===== src/rtl/uart_tx_sched.sv =====
// Round-robin scheduler that shares one UART transmitter among NREQ byte-stream requesters.
// A grant lasts for a whole packet, a MAX_BURST byte budget, or until HOLD_TIMEOUT idle cycles pass.
module uart_tx_sched #(
    parameter int NREQ         = 4,
    parameter int MAX_BURST    = 64,
    parameter int HOLD_TIMEOUT = 1024
) (
    input  logic              clk,
    input  logic              rst_n,
    input  logic [NREQ-1:0]   req_valid,
    input  logic [8*NREQ-1:0] req_data,
    input  logic [NREQ-1:0]   req_last,
    output logic [NREQ-1:0]   req_ready,
    output logic              uart_transmit,
    output logic [7:0]        uart_tx_byte,
    input  logic              uart_tx_free,
    output logic [NREQ-1:0]   grant,
    output logic              busy,
    output logic              timeout_err
);
    localparam int PTR_W = $clog2(NREQ);

    typedef enum logic [2:0] {IDLE, SEND, ISSUE, WAIT_BUSY, WAIT_FREE} state_t;

    state_t           state_q, state_d;
    logic [NREQ-1:0]  grant_q, grant_d;
    logic [PTR_W-1:0] rr_ptr_q, rr_ptr_d;
    logic [7:0]       burst_cnt_q, burst_cnt_d;
    logic [15:0]      idle_cnt_q, idle_cnt_d;
    logic             last_f_q, last_f_d;
    logic [7:0]       tx_byte_q, tx_byte_d;
    logic             transmit_q, transmit_d;
    logic             timeout_q, timeout_d;
    logic             busy_q, busy_d;

    logic             found;
    logic [PTR_W-1:0] pick;
    logic [PTR_W-1:0] cand;

    // The search starts just after the last owner, so whoever was served last has lowest priority.
    always_comb begin
        found = 1'b0;
        pick  = rr_ptr_q;
        cand  = rr_ptr_q;
        for (int k = 1; k <= NREQ; k++) begin
            cand = PTR_W'((int'(rr_ptr_q) + k) % NREQ);
            if (!found && req_valid[cand]) begin
                found = 1'b1;
                pick  = cand;
            end
        end
    end

    always_comb begin
        state_d     = state_q;
        grant_d     = grant_q;
        rr_ptr_d    = rr_ptr_q;
        burst_cnt_d = burst_cnt_q;
        idle_cnt_d  = idle_cnt_q;
        last_f_d    = last_f_q;
        tx_byte_d   = tx_byte_q;
        transmit_d  = 1'b0;
        timeout_d   = 1'b0;
        case (state_q)
            IDLE: begin
                if (uart_tx_free && found) begin
                    grant_d       = '0;
                    grant_d[pick] = 1'b1;
                    rr_ptr_d      = pick;
                    burst_cnt_d   = 8'd0;
                    idle_cnt_d    = 16'd0;
                    state_d       = SEND;
                end
            end
            SEND: begin
                // An arriving byte wins over the timeout in the same cycle.
                if (req_valid[rr_ptr_q] && uart_tx_free) begin
                    tx_byte_d   = req_data[{rr_ptr_q, 3'b000} +: 8];
                    last_f_d    = req_last[rr_ptr_q];
                    burst_cnt_d = burst_cnt_q + 8'd1;
                    idle_cnt_d  = 16'd0;
                    transmit_d  = 1'b1;
                    state_d     = ISSUE;
                end else if (idle_cnt_q == 16'(HOLD_TIMEOUT - 1)) begin
                    timeout_d = 1'b1;
                    grant_d   = '0;
                    state_d   = IDLE;
                end else begin
                    idle_cnt_d = idle_cnt_q + 16'd1;
                end
            end
            ISSUE: state_d = WAIT_BUSY;
            WAIT_BUSY: begin
                if (!uart_tx_free) state_d = WAIT_FREE;
            end
            WAIT_FREE: begin
                if (uart_tx_free) begin
                    if (last_f_q || burst_cnt_q == 8'(MAX_BURST)) begin
                        grant_d = '0;
                        state_d = IDLE;
                    end else begin
                        state_d = SEND;
                    end
                end
            end
            default: state_d = IDLE;
        endcase
        busy_d = (state_d != IDLE);
    end

    always_ff @(posedge clk) begin
        if (!rst_n) begin
            state_q     <= IDLE;
            grant_q     <= '0;
            rr_ptr_q    <= PTR_W'(NREQ - 1);
            burst_cnt_q <= 8'd0;
            idle_cnt_q  <= 16'd0;
            last_f_q    <= 1'b0;
            tx_byte_q   <= 8'd0;
            transmit_q  <= 1'b0;
            timeout_q   <= 1'b0;
            busy_q      <= 1'b0;
        end else begin
            state_q     <= state_d;
            grant_q     <= grant_d;
            rr_ptr_q    <= rr_ptr_d;
            burst_cnt_q <= burst_cnt_d;
            idle_cnt_q  <= idle_cnt_d;
            last_f_q    <= last_f_d;
            tx_byte_q   <= tx_byte_d;
            transmit_q  <= transmit_d;
            timeout_q   <= timeout_d;
            busy_q      <= busy_d;
        end
    end

    assign req_ready     = grant_q & {NREQ{(state_q == SEND) && uart_tx_free}};
    assign uart_transmit = transmit_q;
    assign uart_tx_byte  = tx_byte_q;
    assign grant         = grant_q;
    assign busy          = busy_q;
    assign timeout_err   = timeout_q;

endmodule

===== config.mk =====
export PLATFORM = sky130hd
export DESIGN_NAME = uart_tx_sched
export DESIGN_NICKNAME = d
export VERILOG_FILES = /design/src/rtl/uart_tx_sched.sv
export SDC_FILE = /design/constraint.sdc
export NUM_CORES = 1
export LEC_CHECK = 0
export CORE_UTILIZATION = 53
export DETAILED_ROUTE_END_ITERATION = 10
export GPL_TIMING_DRIVEN = 0
export PLACE_DENSITY = 0.85
export SYNTH_ARGS = -nofsm -noshare
export SYNTH_HDL_FRONTEND = slang
export SYNTH_SLANG_ARGS = --single-unit

===== constraint.sdc =====
create_clock -name clk -period 3.9 [get_ports clk]
set_clock_uncertainty 0.1 [all_clocks]
set_input_delay 0.585 -clock clk [delete_from_list [all_inputs] [get_ports clk]]
set_output_delay 0.585 -clock clk [all_outputs]
set_load 0.005 [all_outputs]

run_1/clock_map.png
Scale bar: 20 um.
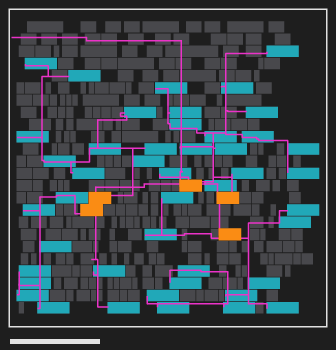
[cyan] flip-flops | count: 45
[magenta] clock wires | length: 546 um
[orange] cells driving clock nets | count: 5
flops lie: widely spread
routed clock nets: 6
clk latency late pin: 0.29 ns
Clock net power: 0.294 mW
Clock power frac: 28.4%

run_1/registers.png
Scale bar: 20 um. Other sequential cells in the stronger gray, the rest of the logic in the fainter gray.
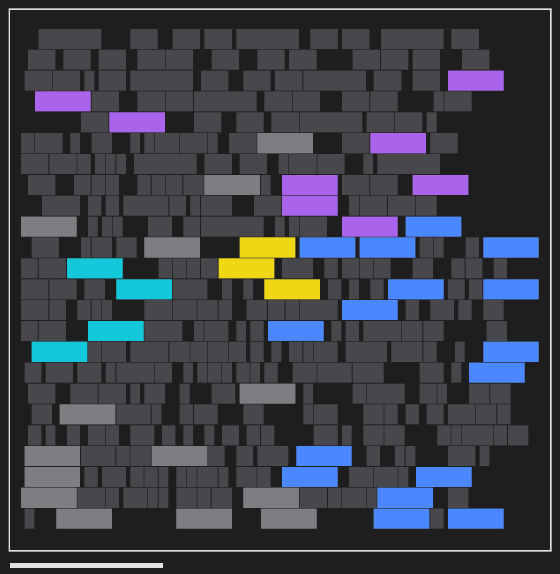
[yellow] state_q | flops: 3
[cyan] grant | flops: 4 | where: middle left
[purple] uart_tx_byte | flops: 8
[blue] idle_cnt_q | flops: 16
register area: 901 um^2
Seq. pwr: 0.486 mW
sequential portion of the cell area: 27.8%
Final Util: 73.3%

==> qor.csv, run 1 <==
metric;value;unit
status;complete, no violations;
mux_share;13.1;%
grt_max_degree;16;
grt_pass1_wl;9520;um
synthTopLogicFamily;simple AND/OR/NAND/NOR gates;
cts_setup_buffers;0;
final-comb-area;0.00142;mm^2
synthSimpleGateAreaFrac;23.4;%
htreeDepth;2;
startpoint_type;input port;
maxCapViolCount;0;
enable_flop_cells;0;
cp_data_required_time;3.21;ns
io_pins;62;
viasPerCell;5.90;
synth-async-reset-ratio;0;%
synthToLayoutAreaGrowth;30.5;%
peakVddDrop;0.354;mV
design_area;0.00324;mm^2
crit_arrival;2.60;ns
clkTransAtPathRegs;0.09;ns
yosys_area;0.00248;mm^2
layout-drive-gt1-share;10.9;%
comb_area_share;43.8;%
dp_cells;384;
overflow;0;
hold_buffers;0;
die_area;0.00496;mm^2
drt-total-wl;5930;um
aoi_share;17.3;%
setup_viol_count_final;0;
ant_nets;0;
clockBufferCount;5;
post-route-drc-count;0;
root_buffer;clkbuf_8;
signal_buffer_area_fraction;21.8;%
ys_seq_share;36.3;%
synth_area;0.00248;mm^2
netlist-cell-type-count;56;
hold_ws;0.381;ns
rsz0062_at_grt;no;
yosys.area_share.adder;1.51;%
taps;52;
biggestCellCategory;logic gates;
drv_slew;0;
yosys_cells;272;
max_slew_margin;51.6;%
critPathMaxFanout;7;
cts_inserted_buffers;5;
endpoint_kind;output port;
cts_tree;done;
track_usage;24.0;%
num-nonclk-buffers;74;
clock_sinks;45;
antenna_found_initial;0;
vias;2314;
clk_share;2.82;%
drt_iter0_drc;173;
ys_warn_count;0;
initial_core_util;56.2;%
comb_cells;198;
ys.flops;45;
syn_avg_cell_area;9.12;um^2
flop_cell;dfxtp_1;
synthCells;272;
grt_pass1_vias;2104;
run_1/final_placement.png
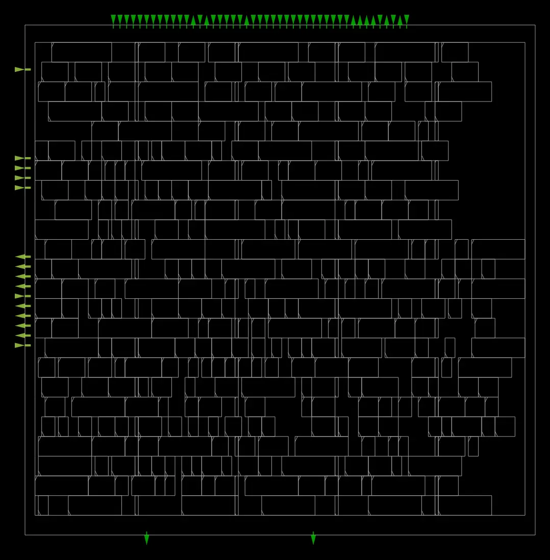
num sequential: 45
core area: 0.00441 mm^2
Rows: 24
Final Non-Filler Cells: 392
FILL cells: 344

## run 1: cells by family (layout without fill, tap and decap cells)
kind of cell | after synthesis | count (layout)
AND-OR/OR-AND | 64 | 64
XOR/XNOR | 5 | 5
adder cells (fa/ha/maj) | 3 | 3
buffers and inverters | 29 | 97
flip-flops | 45 | 45
multiplexers | 20 | 20
AND/OR/NAND/NOR | 106 | 106
## run 1: layout by cell type (no fill, tap or decap), types with 2 or more instances in the layout
cell type,netlist,final
nor4_1,4,4
buf_2,2,2
mux4_2,10,10
dfxtp_1,45,45
and4_1,2,2
clkdlybuf4s50_1,0,60
inv_1,15,15
nand3_1,13,13
o31ai_1,9,9
a21oi_1,23,23
a31oi_1,2,2
nand4_1,5,5
nor2_1,22,22
clkbuf_1,4,4
or3b_1,2,2
buf_6,3,3
clkbuf_8,2,7
and3_1,5,5
a22o_1,2,2
o211ai_1,3,3
nor3b_1,2,2
and2_1,3,3
or3_1,3,3
nand2_1,20,20
mux2i_1,10,10
ha_1,3,3
or4_1,8,8
clkinv_4,0,2
xnor2_1,4,4
nor3_1,6,6
o21ai_0,11,11
nand3b_1,3,3
## run 1: metrics by stage
step | setup slack, ns | total power, mW
floorplan | 1.46 | 0.651
global placement | 0.496 | 0.745
detailed placement | 0.395 | 0.751
CTS | 0.657 | 1.04
global route | 0.510 | 1.08
finish | 0.615 | 1.04
## run 1: worst max-delay path, cell delays in order
cell             delay (ns)
clkdlybuf4s50_1        0.57
inv_1                  0.12
nor3_1                 0.57
and3_1                 0.25
clkdlybuf4s50_1        0.50
## run 1: power by group
| group | leakage (nW) | total (mW) | switching (mW) | internal (mW) |
|---|---|---|---|---|
| clock network | 0.0481 | 0.294 | 0.166 | 0.127 |
| registers | 0.364 | 0.486 | 0.0106 | 0.475 |
| logic | 0.789 | 0.256 | 0.122 | 0.134 |
## run 1: layer usage
metal | part of all wire [%] | track usage (%)
met5 | 0 | 0
met1 | 46 | 32.2
met4 | 0.49 | 5.56
met3 | 3.3 | 4.33
met2 | 50 | 40.0
## run 1: final timing paths
path                                     from             to  slack, ns  depth (start not counted)
worst max register to register     state_q[1]  idle_cnt_q[9]       1.21                          7
worst min register to register  idle_cnt_q[1]  idle_cnt_q[1]       0.38                          2
worst min-delay path            idle_cnt_q[1]  idle_cnt_q[1]       0.38                          2
worst max-delay path             uart_tx_free   req_ready[3]       0.62                          5
## run 1: sequential cells by signal, indices dropped and copies added, names as in the netlist
| name | flops |
|---|---|
| uart_transmit | 1 |
| last_f_q | 1 |
| burst_cnt_q | 8 |
| busy | 1 |
| uart_tx_byte | 8 |
| grant | 4 |
| rr_ptr_q | 2 |
| state_q | 3 |
| idle_cnt_q | 16 |
| timeout_err | 1 |
## run 1: synth_stat cells (all sizes together) (7+ instances only)
cell    number  area, um^2
dfxtp       45         901
a21oi       23         115
nor2        22        82.6
nand2       20        75.1
inv         15        56.3
nand3       13        65.1
o21ai       11        55.1
mux2i       10         100
mux4        10         225
o31ai        9        67.6
or4          8        60.1
and3         7        50.1
clkbuf       7        47.5
==> run 2: changes to the inputs <==
--- a/config.mk
+++ b/config.mk
@@ -5,10 +5,10 @@
 export SDC_FILE = /design/constraint.sdc
 export NUM_CORES = 1
 export LEC_CHECK = 0
-export CORE_UTILIZATION = 53
+export CORE_UTILIZATION = 44
 export DETAILED_ROUTE_END_ITERATION = 10
 export GPL_TIMING_DRIVEN = 0
-export PLACE_DENSITY = 0.85
+export PLACE_DENSITY = 0.76
 export SYNTH_ARGS = -nofsm -noshare
 export SYNTH_HDL_FRONTEND = slang
 export SYNTH_SLANG_ARGS = --single-unit
==> constraint.sdc (replaced) <==
create_clock -name clk -period 2.65 [get_ports clk]
set_clock_uncertainty 0.1 [all_clocks]
set_input_delay 0.3975 -clock clk [delete_from_list [all_inputs] [get_ports clk]]
set_output_delay 0.3975 -clock clk [all_outputs]
set_load 0.005 [all_outputs]
==> run 2 against run 1 <==
Register-to-register slack got worse by 1.0 ns. Count of clock-buffer cells in the layout is 1 higher. Global-route usage is 2.0 points lower. Clock power grew 86%. Setup slack got worse by 0.45 ns. Routed wire length rose by 4.8%. Utilization shrank 10 points. Critical path type is now flip-flop to flip-flop. Largest power group unchanged.
==> qor.csv, run 2 <==
metric;value;unit
status;complete, no violations;
drt_iter0_drc;112;
layout_min_cycle_time;2.48;ns
setup_viol_count_final;0;
max_slew_margin;52.2;%
power.leakage;1.23;nW
ys.flops;45;
worstHoldStart;idle_cnt_q[1];
peakVddDrop;0.293;mV
insertion_delay;0.29;ns
synth.most_common_cell;dfxtp_1;
grt_pass1_wl;10400;um
largest_register_ffs;16;
cp_common_cell;buf_6;
utilization;63.1;%
critPathMaxFanout;10;
p_seq_share;43.5;%
maxCapViolCount;0;
synthTopCellsByCount;dfxtp_1 (45), a21oi_1 (23), nor2_1 (22), nand2_1 (20), inv_1 (15);
topCellsByArea;dfxtp_1 (36%), mux4_2 (9.1%), a21oi_1 (4.6%), mux2i_1 (4.0%), nor2_1 (3.3%);
dp_cells;402;
root_buffer;clkbuf_8;
viasPerCell;5.68;
endpoint_kind;flip-flop;
p_sw_share;26.9;%
enable_flop_cells;0;
clkTransAtPathRegs;0.09;ns
p_clk_share;33.2;%
antenna_found_initial;0;
drt-total-wl;6210;um
vias;2329;
ant_nets;0;
rr_startpoint;state_q[2];
ys_seq_share;36.3;%
layout-drive-gt1-share;12.1;%
synth_top_cell_by_area;dfxtp_1;
final_common_cell;clkdlybuf4s50_1;
first_pass_iters;4;
fin_crit_sh;93.6;%
initial_core_util;47.1;%
path_cells;buf_6 > or3b_1 > a211oi_2 > o311ai_4 > and2_1 > buf_6 > or4_1 > a21oi_1;
flop_cell;dfxtp_1;
htreeDepth;2;
synth-async-reset-ratio;0;%
drv_slew;0;
netlist-cell-type-count;56;
largest_register;idle_cnt_q;
yosys_area;0.00248;mm^2
grt_pass1_vias;2248;
track_usage;22.0;%
top_area_share;36.3;%
intPower;1.21;mW
place_congestion;0.825;
grt_max_degree;15;
warning_count;27;
cts_inserted_buffers;5;
startpoint_type;flip-flop;
cts_setup_buffers;0;
hold_path.class;flip-flop to flip-flop;
cts_tree;done;
cp_data_required_time;2.78;ns
slowest_delay;0.49;ns
ys_warn_count;0;
synthToLayoutAreaGrowth;34.0;%
crit_path_start;state_q[2];
synthCells;272;
fillers;480;
rsz0062_at_grt;no;
wl_per_cell;15.2;um
switchingPower;0.443;mW
clock_sinks;45;
overflow;0;
io_pins;62;
critPathSlowestCell;or4_1;
post-route-drc-count;0;
hold_buffers;0;
yosys_cells;272;
syn_avg_cell_area;9.12;um^2
hold_ws;0.388;ns
combPwrFrac;23.3;%
fmax;403;MHz
fp.dieH;77.1;um
fp_nets;318;
crit_arrival;2.61;ns
die_area;0.00594;mm^2
final_cell_mix;clkdlybuf4s50_1 (59), dfxtp_1 (45), a21oi_1 (23);
worstMarginPinSlew;0.717;ns
synth_area;0.00248;mm^2
run 2: metrics by stage:
| step | power, mW | TNS, ns | area, um^2 | setup WS (ns) |
|---|---|---|---|---|
| global route | 1.72 | 0 | 3320 | 0.00725 |
| CTS | 1.65 | 0 | 3300 | 0.142 |
| finish | 1.65 | 0 | 3320 | 0.170 |
| floorplan | 0.958 | 0 | 2480 | 0.375 |
| global placement | 1.10 | -10.51 | 3170 | -0.592 |
| detailed placement | 1.11 | -13.62 | 3170 | -0.694 |
run 2: path summary, 6_finish.rpt:
kind	endpoint	slack, ns	depth (start not counted)
min	idle_cnt_q[1]	0.39	2
min reg2reg	idle_cnt_q[1]	0.39	2
max reg2reg	burst_cnt_q[7]	0.17	8
max	burst_cnt_q[7]	0.17	8
run 2: logic make-up after synthesis:
| group | after synthesis | synth area share, % |
|---|---|---|
| simple gates | 106 | 23.4 |
| compound gates | 64 | 17.3 |
| fa+ha+maj | 3 | 1.51 |
| xor+xnor | 5 | 1.77 |
| mux | 20 | 13.1 |
| buf+inv | 29 | 6.56 |
| flops | 45 | 36.3 |
run 2: layout make-up:
| cell class | count | area, um^2 | area share [%] |
|---|---|---|---|
| well taps | 70 | 87.6 | 2.64 |
| inverters | 15 | 56.3 | 1.69 |
| clock inverters | 2 | 37.5 | 1.13 |
| plain buffers | 14 | 108 | 3.24 |
| clock buffers | 6 | 82.6 | 2.48 |
| flip-flops and latches | 45 | 901 | 27.1 |
| multi-input cells | 198 | 1450 | 43.6 |
| repair buffers | 60 | 601 | 18.1 |
run 2: metal layers:
| metal | track usage [%] | share of wire [%] | up-vias |
|---|---|---|---|
| met5 | 0 | 0 | - |
| met4 | 7.36 | 1.4 | 0 |
| met3 | 3.93 | 3.7 | 9 |
| met2 | 36.9 | 50 | 59 |
| met1 | 28.6 | 45 | 1115 |
| li1 | - | - | 1146 |
run 2: power groups by stage:
| stage | clock [mW] | combinational (mW) | sequential (mW) |
|---|---|---|---|
| floorplan | 0 | 0.230 | 0.729 |
| global placement | 0 | 0.367 | 0.730 |
| detailed placement | 0 | 0.375 | 0.731 |
| CTS | 0.556 | 0.381 | 0.716 |
| global route | 0.585 | 0.417 | 0.720 |
| finish | 0.547 | 0.385 | 0.717 |
run 2: worst max-delay path, delay by kind of cell (launching register included):
kind                   cells  cell delay, ns
AND-OR/OR-AND              3            0.66
AND/OR/NAND/NOR            3            1.08
buffers and inverters      2            0.26
flip-flops                 1            0.31
run 2: repair_timing:
item,4_1_cts,5_1_grt
pin swaps,0,1
cloned,0,0
endpoints found under the setup margin,25,8
resized,4,4
run_2/final_placement.png
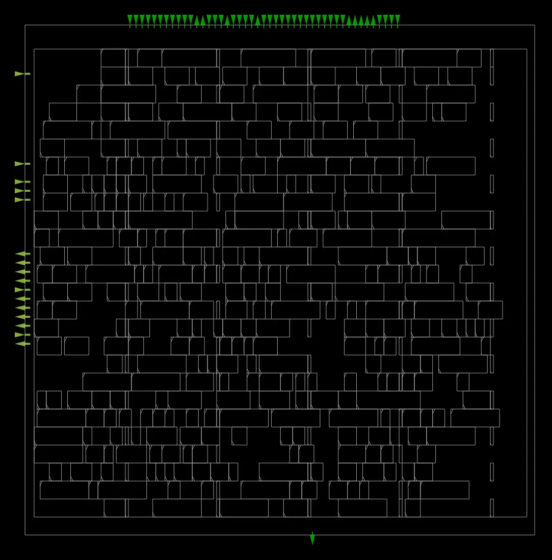
sequential portion of the cell area: 27.1%
core area: 0.00527 mm^2
Final Non-Filler Cells: 410
num tapcells: 70
Rows: 26

run_2/drive_strength.png
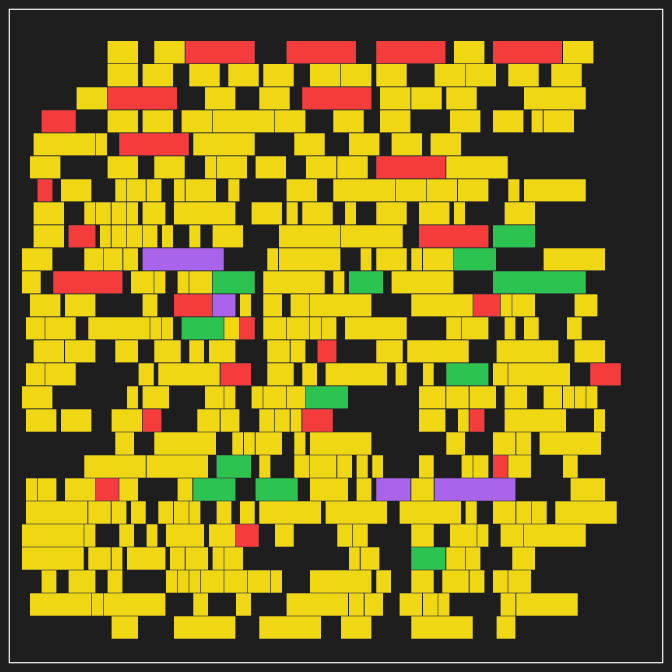
[purple] drive 3 to 4 | cells: 4 | share: 1.2%
[yellow] drive 1 or less | cells: 299 | share: 88%
[green] drive 6 and up | cells: 12 | share: 3.5%
[red] drive 2 | cells: 25 | share: 7.4%
Final Instance Area: 0.00332 mm^2
setup ws final: 0.170 ns

Power figures rest on the tool's default switching activity, not on a simulated workload.
